[config.mk]
export PLATFORM = sky130hd
export DESIGN_NAME = alu_iter
export DESIGN_NICKNAME = d
export VERILOG_FILES = /design/src/rtl/alu_iter.sv
export SDC_FILE = /design/constraint.sdc
export NUM_CORES = 1
export LEC_CHECK = 0
export CAP_MARGIN = 20
export CORE_MARGIN = 4
export CORE_UTILIZATION = 35
export CTS_CLUSTER_DIAMETER = 50
export DETAILED_ROUTE_END_ITERATION = 8
export DONT_BUFFER_PORTS = 1
export PLACE_DENSITY = 0.59
export SYNTH_ARGS = -nofsm -noshare
export SYNTH_HDL_FRONTEND = slang
export SYNTH_SLANG_ARGS = --single-unit
[constraint.sdc]
create_clock -name clk -period 6.4 [get_ports clk]
set_clock_uncertainty 0.15 [all_clocks]
set_input_delay 0.64 -clock clk [delete_from_list [all_inputs] [get_ports clk]]
set_output_delay 0.64 -clock clk [all_outputs]
set_load 0.02 [all_outputs]
[src/rtl/alu_iter.sv]
// alu_iter: registered execute-stage ALU with iterative shift-add multiply.
// Ports: clk, reset, start, ALUControl, A, B -> busy, done, Result, ALUFlags.
module alu_iter #(
   parameter int WIDTH = 32
) (
   input  logic             clk,
   input  logic             reset,
   input  logic             start,
   input  logic [2:0]       ALUControl,
   input  logic [WIDTH-1:0] A,
   input  logic [WIDTH-1:0] B,
   output logic             busy,
   output logic             done,
   output logic [WIDTH-1:0] Result,
   output logic [3:0]       ALUFlags
);

   localparam int CW = $clog2(WIDTH);

   localparam logic [2:0] OP_ADD = 3'b000;
   localparam logic [2:0] OP_SUB = 3'b001;
   localparam logic [2:0] OP_AND = 3'b010;
   localparam logic [2:0] OP_ORR = 3'b011;
   localparam logic [2:0] OP_EOR = 3'b100;
   localparam logic [2:0] OP_MUL = 3'b101;
   localparam logic [2:0] OP_LSL = 3'b110;
   localparam logic [2:0] OP_LSR = 3'b111;

   typedef enum logic {
      S_IDLE,
      S_MUL
   } state_t;

   state_t state, state_nxt;

   logic             sub;
   logic [WIDTH-1:0] b_eff;
   logic [WIDTH:0]   sum;
   logic [WIDTH:0]   shl;
   logic [WIDTH:0]   shr;
   logic [7:0]       amt;
   logic             amt_ok;
   logic [WIDTH-1:0] alu_res;
   logic             alu_c;
   logic             alu_v;
   logic [3:0]       alu_flags;

   logic [WIDTH-1:0] mcand;
   logic [WIDTH-1:0] mplier;
   logic [WIDTH-1:0] acc;
   logic [WIDTH-1:0] acc_nxt;
   logic [CW-1:0]    cnt;
   logic             last;
   logic             accept;

   assign accept = start && (state == S_IDLE);

   // Single-cycle datapath for every op except MUL.
   always_comb begin
      sub    = (ALUControl == OP_SUB);
      b_eff  = sub ? ~B : B;
      sum    = {1'b0, A} + {1'b0, b_eff}
             + {{WIDTH{1'b0}}, sub};
      amt    = B[7:0];
      amt_ok = (32'(amt) < WIDTH);
      // Extra guard bit catches the last bit shifted out;
      // an amount of 0 leaves the guard bit at 0.
      shl    = {1'b0, A} << amt;
      shr    = {A, 1'b0} >> amt;
      alu_res = '0;
      alu_c   = 1'b0;
      alu_v   = 1'b0;
      unique case (ALUControl)
         OP_ADD, OP_SUB: begin
            alu_res = sum[WIDTH-1:0];
            alu_c   = sum[WIDTH];
            alu_v   = (A[WIDTH-1] == b_eff[WIDTH-1])
                   && (sum[WIDTH-1] != A[WIDTH-1]);
         end
         OP_AND: alu_res = A & B;
         OP_ORR: alu_res = A | B;
         OP_EOR: alu_res = A ^ B;
         OP_MUL: alu_res = '0;
         OP_LSL: begin
            if (amt_ok) begin
               alu_res = shl[WIDTH-1:0];
               alu_c   = shl[WIDTH];
            end
         end
         OP_LSR: begin
            if (amt_ok) begin
               alu_res = shr[WIDTH:1];
               alu_c   = shr[0];
            end
         end
      endcase
      alu_flags = {alu_res[WIDTH-1], ~|alu_res,
                   alu_c, alu_v};
   end

   // One shift-add step per cycle.
   always_comb begin
      acc_nxt = mplier[0] ? acc + mcand : acc;
      last    = (cnt == CW'(WIDTH - 1));
   end

   always_ff @(posedge clk) begin
      if (reset) state <= S_IDLE;
      else       state <= state_nxt;
   end

   always_comb begin
      state_nxt = state;
      unique case (state)
         S_IDLE: begin
            if (accept && ALUControl == OP_MUL)
               state_nxt = S_MUL;
         end
         S_MUL: begin
            if (last) state_nxt = S_IDLE;
         end
      endcase
   end

   always_comb begin
      busy = (state == S_MUL);
   end

   always_ff @(posedge clk) begin
      if (reset) begin
         Result   <= '0;
         ALUFlags <= '0;
         done     <= 1'b0;
         mcand    <= '0;
         mplier   <= '0;
         acc      <= '0;
         cnt      <= '0;
      end else begin
         done <= 1'b0;
         unique case (state)
            S_IDLE: begin
               if (accept) begin
                  if (ALUControl == OP_MUL) begin
                     mcand  <= A;
                     mplier <= B;
                     acc    <= '0;
                     cnt    <= '0;
                  end else begin
                     Result   <= alu_res;
                     ALUFlags <= alu_flags;
                     done     <= 1'b1;
                  end
               end
            end
            S_MUL: begin
               acc    <= acc_nxt;
               mcand  <= mcand << 1;
               mplier <= mplier >> 1;
               cnt    <= cnt + 1'b1;
               if (last) begin
                  Result   <= acc_nxt;
                  ALUFlags <= {acc_nxt[WIDTH-1],
                               ~|acc_nxt, 2'b00};
                  done     <= 1'b1;
               end
            end
         endcase
      end
   end

endmodule
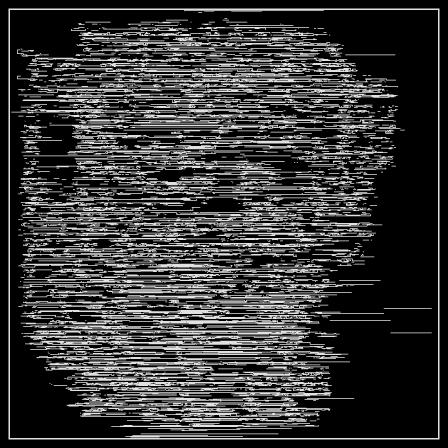
*M1 wires, run 1*
- longest straight run: 86.0 microns
- wire length on this layer: 34.6 mm
met1 track demand over resource: 42.3%
total wire length after detailed routing: 80900 microns
routed via count: 18328

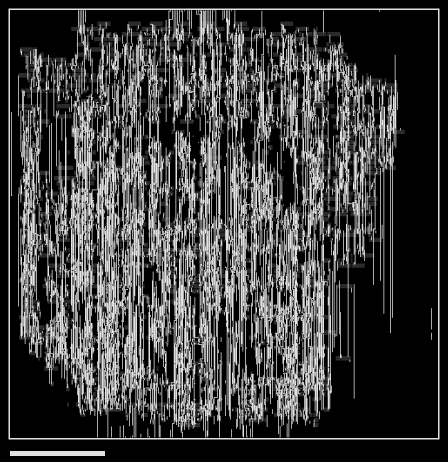
*M2 wires, run 1*
The bar under the picture is 50 microns long.
- main direction: vertical
- wire length on this layer: 35.1 mm
met2 Track Usage GR: 46.8%

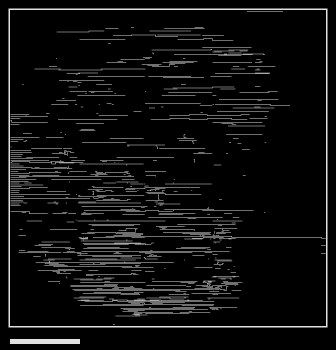
*Signal wires on met3, run 1*
The bar under the picture is 50 microns long.
- main direction: horizontal
- nets with wire on the layer: 313
met3 capacity usage during global routing: 6.58%

==> flow report, run 1 <==
=================================================================================
Result of the run                                                       completed
DIE HEIGHT                                                            226 microns
Synth async-reset ratio                                                        0%
Timing-limited maximum frequency                                          213 MHz
Minimum setup slack among reg-to-reg paths                                1.96 ns
Highest Signal Layer                                                         met5
Class of the most critical setup path                                      in2reg
Proportion of synthesized chip area in sequential cells                     16.6%
Arrival time of data at the critical path endpoint                        4.92 ns
WHS Path Cells                                                                  1
Layout cell share with drive strength beyond 1                              7.94%
Gates resized, CTS repair                                                       0
Adder-cell share of the synthesized area                                    10.1%
Area of the placeable core                                            46900 sq um
Endpoint with the worst hold slack                                   mplier[28]$_SDFFE_PP0P_
Top logic family                                                     AND-OR/OR-AND gates
Endpoint kind of the worst setup timing path                             register
Source-to-sink clock delay at the later pin of the worst-skew pair        0.45 ns
# Max-Cap Violations                                                            0
Worst min-delay path category                                              in2reg
First-pass GRT wire length                                           117000 microns
Most frequent cells after synthesis                                  sky130_fd_sc_hd__nand2_1, sky130_fd_sc_hd__a21oi_1, sky130_fd_sc_hd__nor2_1
TritonCTS clock tree                                                         done
Primary FF master, synth                                             sky130_fd_sc_hd__dfxtp_1
Area share of xor/xnor cells in the synthesized design                      4.26%
Destination of the worst register-to-register timing path            ALUFlags[2]$_SDFFE_PP0P_
Unrepaired setup endpoints after global routing                             false
Global route overflow                                                           0
Wl on met1                                                           34600 microns
Overall power of the completed layout                                     2.88 mW
Number of flops mapped to enable cells by yosys                                 0
Via density per instance                                                     6.58
Setup TNS                                                                    0 ns
End point of the critical path                                       ALUFlags[2]$_SDFFE_PP0P_
Number of ports placed on the die boundary                                    108
Num Clock Sinks                                                               138
Yosys-reported design area after synthesis                            16700 sq um
Die Size                                                              51200 sq um
Worst r2r path cells                                                           13
Die W                                                                 226 microns
Max IR drop VDD                                                            174 uV
Top cells, area                                                      sky130_fd_sc_hd__dfxtp_1, sky130_fd_sc_hd__ha_1, sky130_fd_sc_hd__a21oi_1, sky130_fd_sc_hd__nand2_1, sky130_fd_sc_hd__mux4_2
=================================================================================
[run 1: per-layer routing]
layer / track usage, % / up-vias
met1: 42.3 / 8981
met2: 46.8 / 1034
met4: 11.4 / 2
met3: 6.58 / 174
met5: 0 / -
li1: - / 8137
[run 1: critical path, cell delays in order]
cell and delay [ns]:
sky130_fd_sc_hd__inv_1 0.06, sky130_fd_sc_hd__nand2_1 0.09, sky130_fd_sc_hd__nor2_4 0.40, sky130_fd_sc_hd__xnor2_1 0.18, sky130_fd_sc_hd__ha_1 0.30, sky130_fd_sc_hd__a21oi_1 0.26, sky130_fd_sc_hd__nand2_1 0.08, sky130_fd_sc_hd__o21ai_0 0.66
sky130_fd_sc_hd__o21ai_0 0.40, sky130_fd_sc_hd__a2111oi_0 0.46, sky130_fd_sc_hd__a211oi_1 0.13, sky130_fd_sc_hd__nand4bb_1 0.20, sky130_fd_sc_hd__or4_1 0.60, sky130_fd_sc_hd__nor4_1 0.26, sky130_fd_sc_hd__nand4b_1 0.13, sky130_fd_sc_hd__nand3_1 0.07
[run 1: area by class of cell]
class / count / area (sq um) / share of cell area (%)
Timing Repair Buffer: 25 / 188 / 1.08
Inverter: 85 / 319 / 1.84
Tap cell: 607 / 759 / 4.37
Antenna cell: 1 / 2.50 / 0.0144
Sequential cell: 138 / 2770 / 15.9
Clock inverter: 13 / 143 / 0.821
Clock buffer: 19 / 443 / 2.55
Multi-Input combinational cell: 1899 / 12700 / 73.4
[run 1: sequential cells by signal (all words and copies together), names as in the netlist]
name,cells
done,1
acc,32
cnt,5
Result,32
ALUFlags,3
mplier,32
busy,1
mcand,32
[run 1: where the power goes]
group,switching [mW],leakage [nW],internal (mW)
Combinational,0.567,5.29,0.353
Clock,0.434,0.284,0.586
Sequential,0.0514,1.12,0.886
Total,1.05,6.70,1.83
==> run 2: changes to the inputs <==
==> constraint.sdc (replaced) <==
create_clock -name clk -period 4.35 [get_ports clk]
set_clock_uncertainty 0.15 [all_clocks]
set_input_delay 0.435 -clock clk [delete_from_list [all_inputs] [get_ports clk]]
set_output_delay 0.435 -clock clk [all_outputs]
set_load 0.02 [all_outputs]
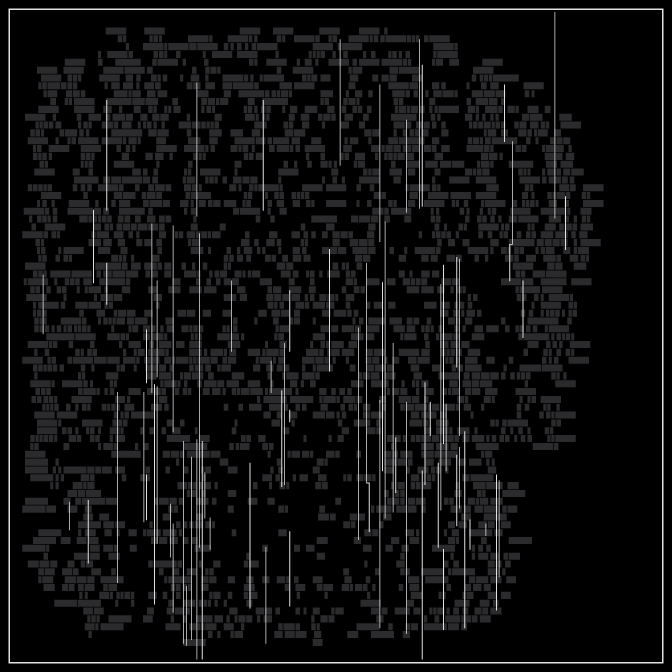
*Metal 4, run 2*
- longest straight run: 109 microns
- main direction: vertical
routed via count: 18356
total wire length after detailed routing: 79800 microns

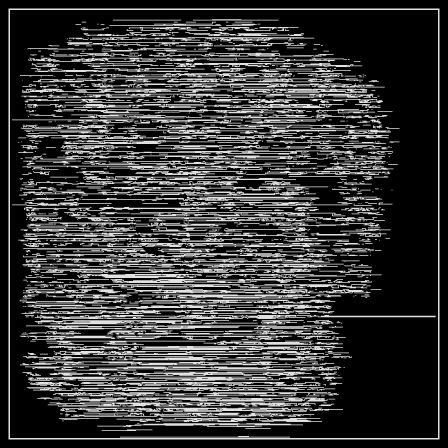
*M1 wires, run 2*
- wire length on this layer: 36.4 mm
- longest straight run: 92.5 microns
- share of all routed wire: 46%
- main direction: horizontal
- nets with wire on the layer: 2323
met1 track demand over resource: 44.1%

==> run 2 against run 1 <==
  * Core utilization increased by 1.7 points
  * Final cell count increased by 3.1%
  * Clock power increased by 53%
  * Critical path type is now reg2reg
  * Critical endpoint unchanged
  * Largest cell class unchanged
==> flow report, run 2 <==
====================================================================================
Overall power of the completed layout                                        4.43 mW   was 2.88 mW
Num Clock Sinks                                                                  138   unchanged
Worst path slowest cell                                                 sky130_fd_sc_hd__or4b_2   was sky130_fd_sc_hd__o21ai_0
Result of the run                                                          completed   unchanged
Area of the placeable core                                               46900 sq um   unchanged
Setup TNS                                                                       0 ns   unchanged
Max IR drop VDD                                                               254 uV   was 174 uV
TritonCTS clock tree                                                            done   unchanged
Layout cell share with drive strength beyond 1                                 12.0%   was 7.94%
Top cells, area                                                         sky130_fd_sc_hd__dfxtp_1, sky130_fd_sc_hd__ha_1, sky130_fd_sc_hd__a21oi_1, sky130_fd_sc_hd__nand2_1, sky130_fd_sc_hd__mux4_2   unchanged
Arrival time of data at the critical path endpoint                           4.43 ns   was 4.92 ns
Source-to-sink clock delay at the later pin of the worst-skew pair           0.45 ns   about the same
Count of buffering cells on the critical path with inverters included              1   unchanged
Cells traversed along the worst timing path                             buf_4, ha_1, a211oi_1, o211ai_1, a311o_1, nand2_1, o21ai_0, xor2_1, a2111oi_0, nand3_1, and4b_1, or4b_2, nand3_1   was inv_1, nand2_1, nor2_4, xnor2_1, ha_1, a21oi_1, nand2_1, o21ai_0, o21ai_0, a2111oi_0, a211oi_1, nand4bb_1, or4_1, nor4_1, nand4b_1, nand3_1
Most frequent cells after synthesis                                     sky130_fd_sc_hd__nand2_1, sky130_fd_sc_hd__a21oi_1, sky130_fd_sc_hd__nor2_1   unchanged
Via density per instance                                                        6.39   was 6.58
Proportion of synthesized chip area in sequential cells                        16.6%   unchanged
Number of flops mapped to enable cells by yosys                                    0   unchanged
Die W                                                                    226 microns   unchanged
Crit-path most repeated cell                                            sky130_fd_sc_hd__nand3_1
====================================================================================
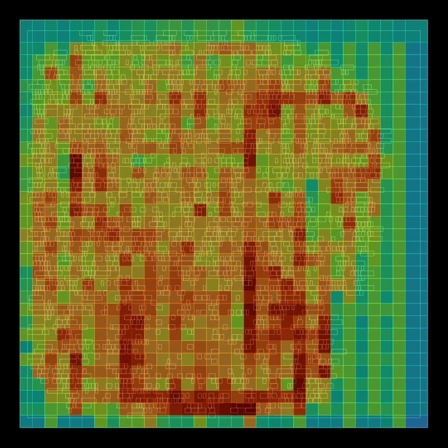
*Routing congestion map, run 2*
final cell utilization of the core: 38.8%
met3 capacity usage during global routing: 5.99%
met2 Track Usage GR: 44.9%

[run 2: cell count changes in the layout (fill, tap and decap cells not counted), moves of 3 or more]
cell	before	now
sky130_fd_sc_hd__buf_4	25	109
sky130_fd_sc_hd__clkinv_4	4	0
sky130_fd_sc_hd__inv_6	2	5
sky130_fd_sc_hd__inv_8	0	6
[run 2: cell type report]
type | instances | area, sq um
fill | 5007 | 28700
multi-input combinational | 1899 | 12800
sequential | 138 | 2770
timing repair buffer | 112 | 886
tap | 607 | 759
clock buffer | 18 | 439
inverter | 85 | 329
clock inverter | 14 | 173
antenna | 1 | 2.50
[run 2: logic make-up after synthesis]
family / synth area share, %
compound gates: 27.6
xor+xnor: 4.26
fa+ha+maj: 10.1
buf+inv: 7.07
flops: 16.6
mux: 12.5
simple gates: 21.9
[run 2: report_power, final]
part | switching (mW) | leakage (nW) | internal [mW] | total [mW]
clock network | 0.677 | 0.302 | 0.887 | 1.56
logic | 0.887 | 5.74 | 0.599 | 1.49
registers | 0.0727 | 1.12 | 1.30 | 1.38
[run 2: final timing paths]
path | startpoint | to | slack [ns] | depth (start not counted)
min | reset | ALUFlags[2]$_SDFFE_PP0P_ | 0.08 | 3
min reg2reg | mplier[1]$_SDFFE_PP0P_ | mplier[0]$_SDFFE_PP0P_ | 0.30 | 2
max | mcand[1]$_SDFFE_PP0P_ | ALUFlags[2]$_SDFFE_PP0P_ | 0.15 | 13
max reg2reg | mcand[1]$_SDFFE_PP0P_ | ALUFlags[2]$_SDFFE_PP0P_ | 0.15 | 13
[run 2: per-layer routing]
metal  routed length (microns)  share of wire (%)  track usage [%]
met3                      6830                8.6             5.99
met5                        68              0.085            0.949
met4                      3060                3.8             10.1
met1                     36400                 46             44.1
met2                     33500                 42             44.9
==> run 3: changes to the inputs <==
==> constraint.sdc (replaced) <==
create_clock -name clk -period 4.1 [get_ports clk]
set_clock_uncertainty 0.15 [all_clocks]
set_input_delay 0.41 -clock clk [delete_from_list [all_inputs] [get_ports clk]]
set_output_delay 0.41 -clock clk [all_outputs]
set_load 0.02 [all_outputs]
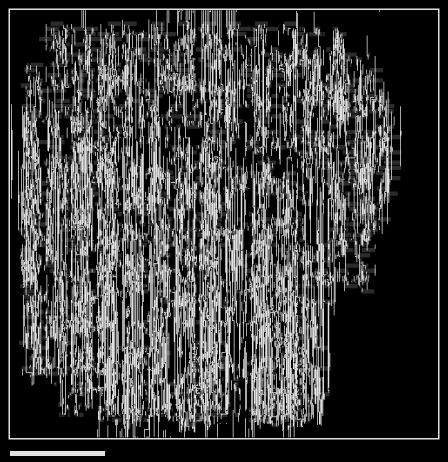
*M2 wires, run 3*
The bar under the picture is 50 microns long.
- wire length on this layer: 35.0 mm
- main direction: vertical
routed via count: 18713
total wire length after detailed routing: 80800 microns

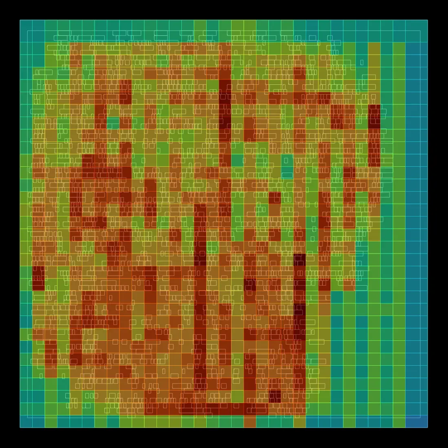
*Routing congestion map, run 3*
met3 capacity usage during global routing: 6.56%
final cell utilization of the core: 40.1%

==> run 3 against run 2 <==
  * Routed wire length up 1.3%
  * Worst setup slack better by 0.0011 ns
  * Largest cell class unchanged
  * Largest power group is now combinational logic
  * Critical path type unchanged
  * Via count up 1.9%
  * Global-route usage up 0.26 points
  * Total power up 6.5%
  * Critical endpoint unchanged
==> flow report, run 3 <==
====================================================================================
Setup TNS                                                                       0 ns   unchanged
Antenna diode instance count                                                       0   was 1
Via density per instance                                                        6.35   was 6.39
Adder-cell share of the synthesized area                                       10.1%   unchanged
Max IR drop VDD                                                               213 uV   was 254 uV
Worst min-delay path category                                                 in2reg   unchanged
Critical path depth in cells                                                      14   was 13
Arrival time of data at the critical path endpoint                           4.19 ns   was 4.43 ns
Proportion of synthesized chip area in sequential cells                        16.6%   unchanged
Destination of the worst register-to-register timing path               ALUFlags[2]$_SDFFE_PP0P_   unchanged
Timing-limited maximum frequency                                             254 MHz   was 238 MHz
Most frequent cells after synthesis                                     sky130_fd_sc_hd__nand2_1, sky130_fd_sc_hd__a21oi_1, sky130_fd_sc_hd__nor2_1   unchanged
Cells traversed along the worst timing path                             ha_2, fa_2, a211oi_2, o211a_1, o21a_2, a21oi_1, nor2_1, xnor2_1, o31a_1, nor4bb_4, buf_4, and4b_1, or4b_2, nand3_1   was buf_4, ha_1, a211oi_1, o211ai_1, a311o_1, nand2_1, o21ai_0, xor2_1, a2111oi_0, nand3_1, and4b_1, or4b_2, nand3_1
# Max-Cap Violations                                                               0   unchanged
Die Size                                                                 51200 sq um   unchanged
Worst path slowest cell                                                 sky130_fd_sc_hd__or4b_2   unchanged
Source-to-sink clock delay at the later pin of the worst-skew pair           0.46 ns   was 0.45 ns
Area of the placeable core                                               46900 sq um   unchanged
Top cells, area                                                         sky130_fd_sc_hd__dfxtp_1, sky130_fd_sc_hd__ha_1, sky130_fd_sc_hd__a21oi_1, sky130_fd_sc_hd__nand2_1, sky130_fd_sc_hd__mux4_2   unchanged
Num Clock Sinks                                                                  138   unchanged
Family with the most delay on the worst path                            simple AND/OR/NAND/NOR gates   was AND-OR/OR-AND gates
Count of buffering cells on the critical path with inverters included              1   unchanged
Top logic family                                                        AND-OR/OR-AND gates   unchanged
Overall power of the completed layout                                        4.71 mW   was 4.43 mW
Portion of netlist area occupied by mux cells                                  12.5%   unchanged
Fillcell total                                                                  4934   was 5007
Compound-cell area share of the yosys netlist                                  27.6%   unchanged
Number of ports placed on the die boundary                                       108   unchanged
Biggest cell delay along the critical path                                   0.61 ns   was 0.63 ns
DIE HEIGHT                                                               226 microns   unchanged
Class of the most critical setup path                                        reg2reg   unchanged
Minimum setup slack among reg-to-reg paths                                   0.16 ns   was 0.15 ns
Result of the run                                                          completed   unchanged
Layout cell share with drive strength beyond 1                                 15.3%   was 12.0%
Area share of xor/xnor cells in the synthesized design                         4.26%   unchanged
Simple-gate share of the synthesized area                                      21.9%   unchanged
Die W                                                                    226 microns   unchanged
Synth async-reset ratio                                                           0%   unchanged
Global route overflow                                                              0   unchanged
Yosys-reported design area after synthesis                               16700 sq um   unchanged
Endpoint kind of the worst setup timing path                                register   unchanged
Start point of the worst hold path                                             reset   unchanged
====================================================================================
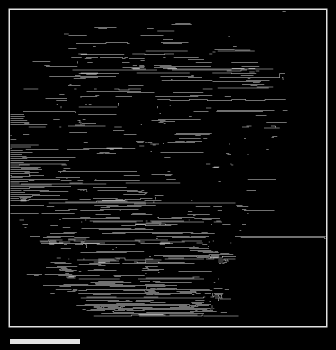
*Signal wires on met3, run 3*
The bar under the picture is 50 microns long.
- wire length on this layer: 7950 microns
- nets with wire on the layer: 343

-- run 3: cell types whose count changed in the layout (fill, tap and decap cells not counted), sizes merged --
cell    change
buf        +75
bufinv      -1
clkbuf      -1
clkinv      +3
diode       -1
inv         -1
-- run 3: layout make-up --
class,count,area (sq um),area share (%)
tap,607,759,4.05
multi-input combinational,1899,12900,68.6
clock inverter,15,173,0.920
sequential,138,2770,14.7
inverter,85,329,1.75
timing repair buffer,187,1440,7.65
clock buffer,17,425,2.27
-- run 3: metal layers --
metal / wire length [microns] / vias up / track usage, % / part of all wire, %
met5: 0 / - / 0 / 0
met4: 3100 / 0 / 10.1 / 3.8
met3: 7950 / 154 / 6.56 / 9.8
met2: 35000 / 1068 / 46.7 / 43
met1: 34800 / 9041 / 43.1 / 43
li1: - / 8450 / - / -
-- run 3: worst min-delay path: stages --
cell and delay (ns):
sky130_fd_sc_hd__nor2_1 0.05, sky130_fd_sc_hd__nand2_1 0.06, sky130_fd_sc_hd__nand3_1 0.06
-- run 3: logic make-up (layout without fill, tap and decap cells) --
family | Yosys count | after routing
AND-OR/OR-AND | 724 | 724
multiplexers | 150 | 150
adder cells (fa/ha/maj) | 133 | 133
XOR/XNOR | 81 | 81
flip-flops | 138 | 138
buffers and inverters | 278 | 304
AND/OR/NAND/NOR | 811 | 811
-- run 3: what timing repair did --
action,4_1_cts,5_1_grt
gates resized,2,18
buffers inserted,0,1
endpoints found under the hold margin,136,0
setup endpoints to repair,1,1
hold buffers,1,0
pin swaps,0,2
-- run 3: where the power goes --
| group | internal (mW) | switching (mW) |
|---|---|---|
| Sequential | 1.38 | 0.0766 |
| Combinational | 0.702 | 0.950 |
| Clock | 0.869 | 0.733 |
| Total | 2.95 | 1.76 |
Power figures rest on the tool's default switching activity, not on a simulated workload.
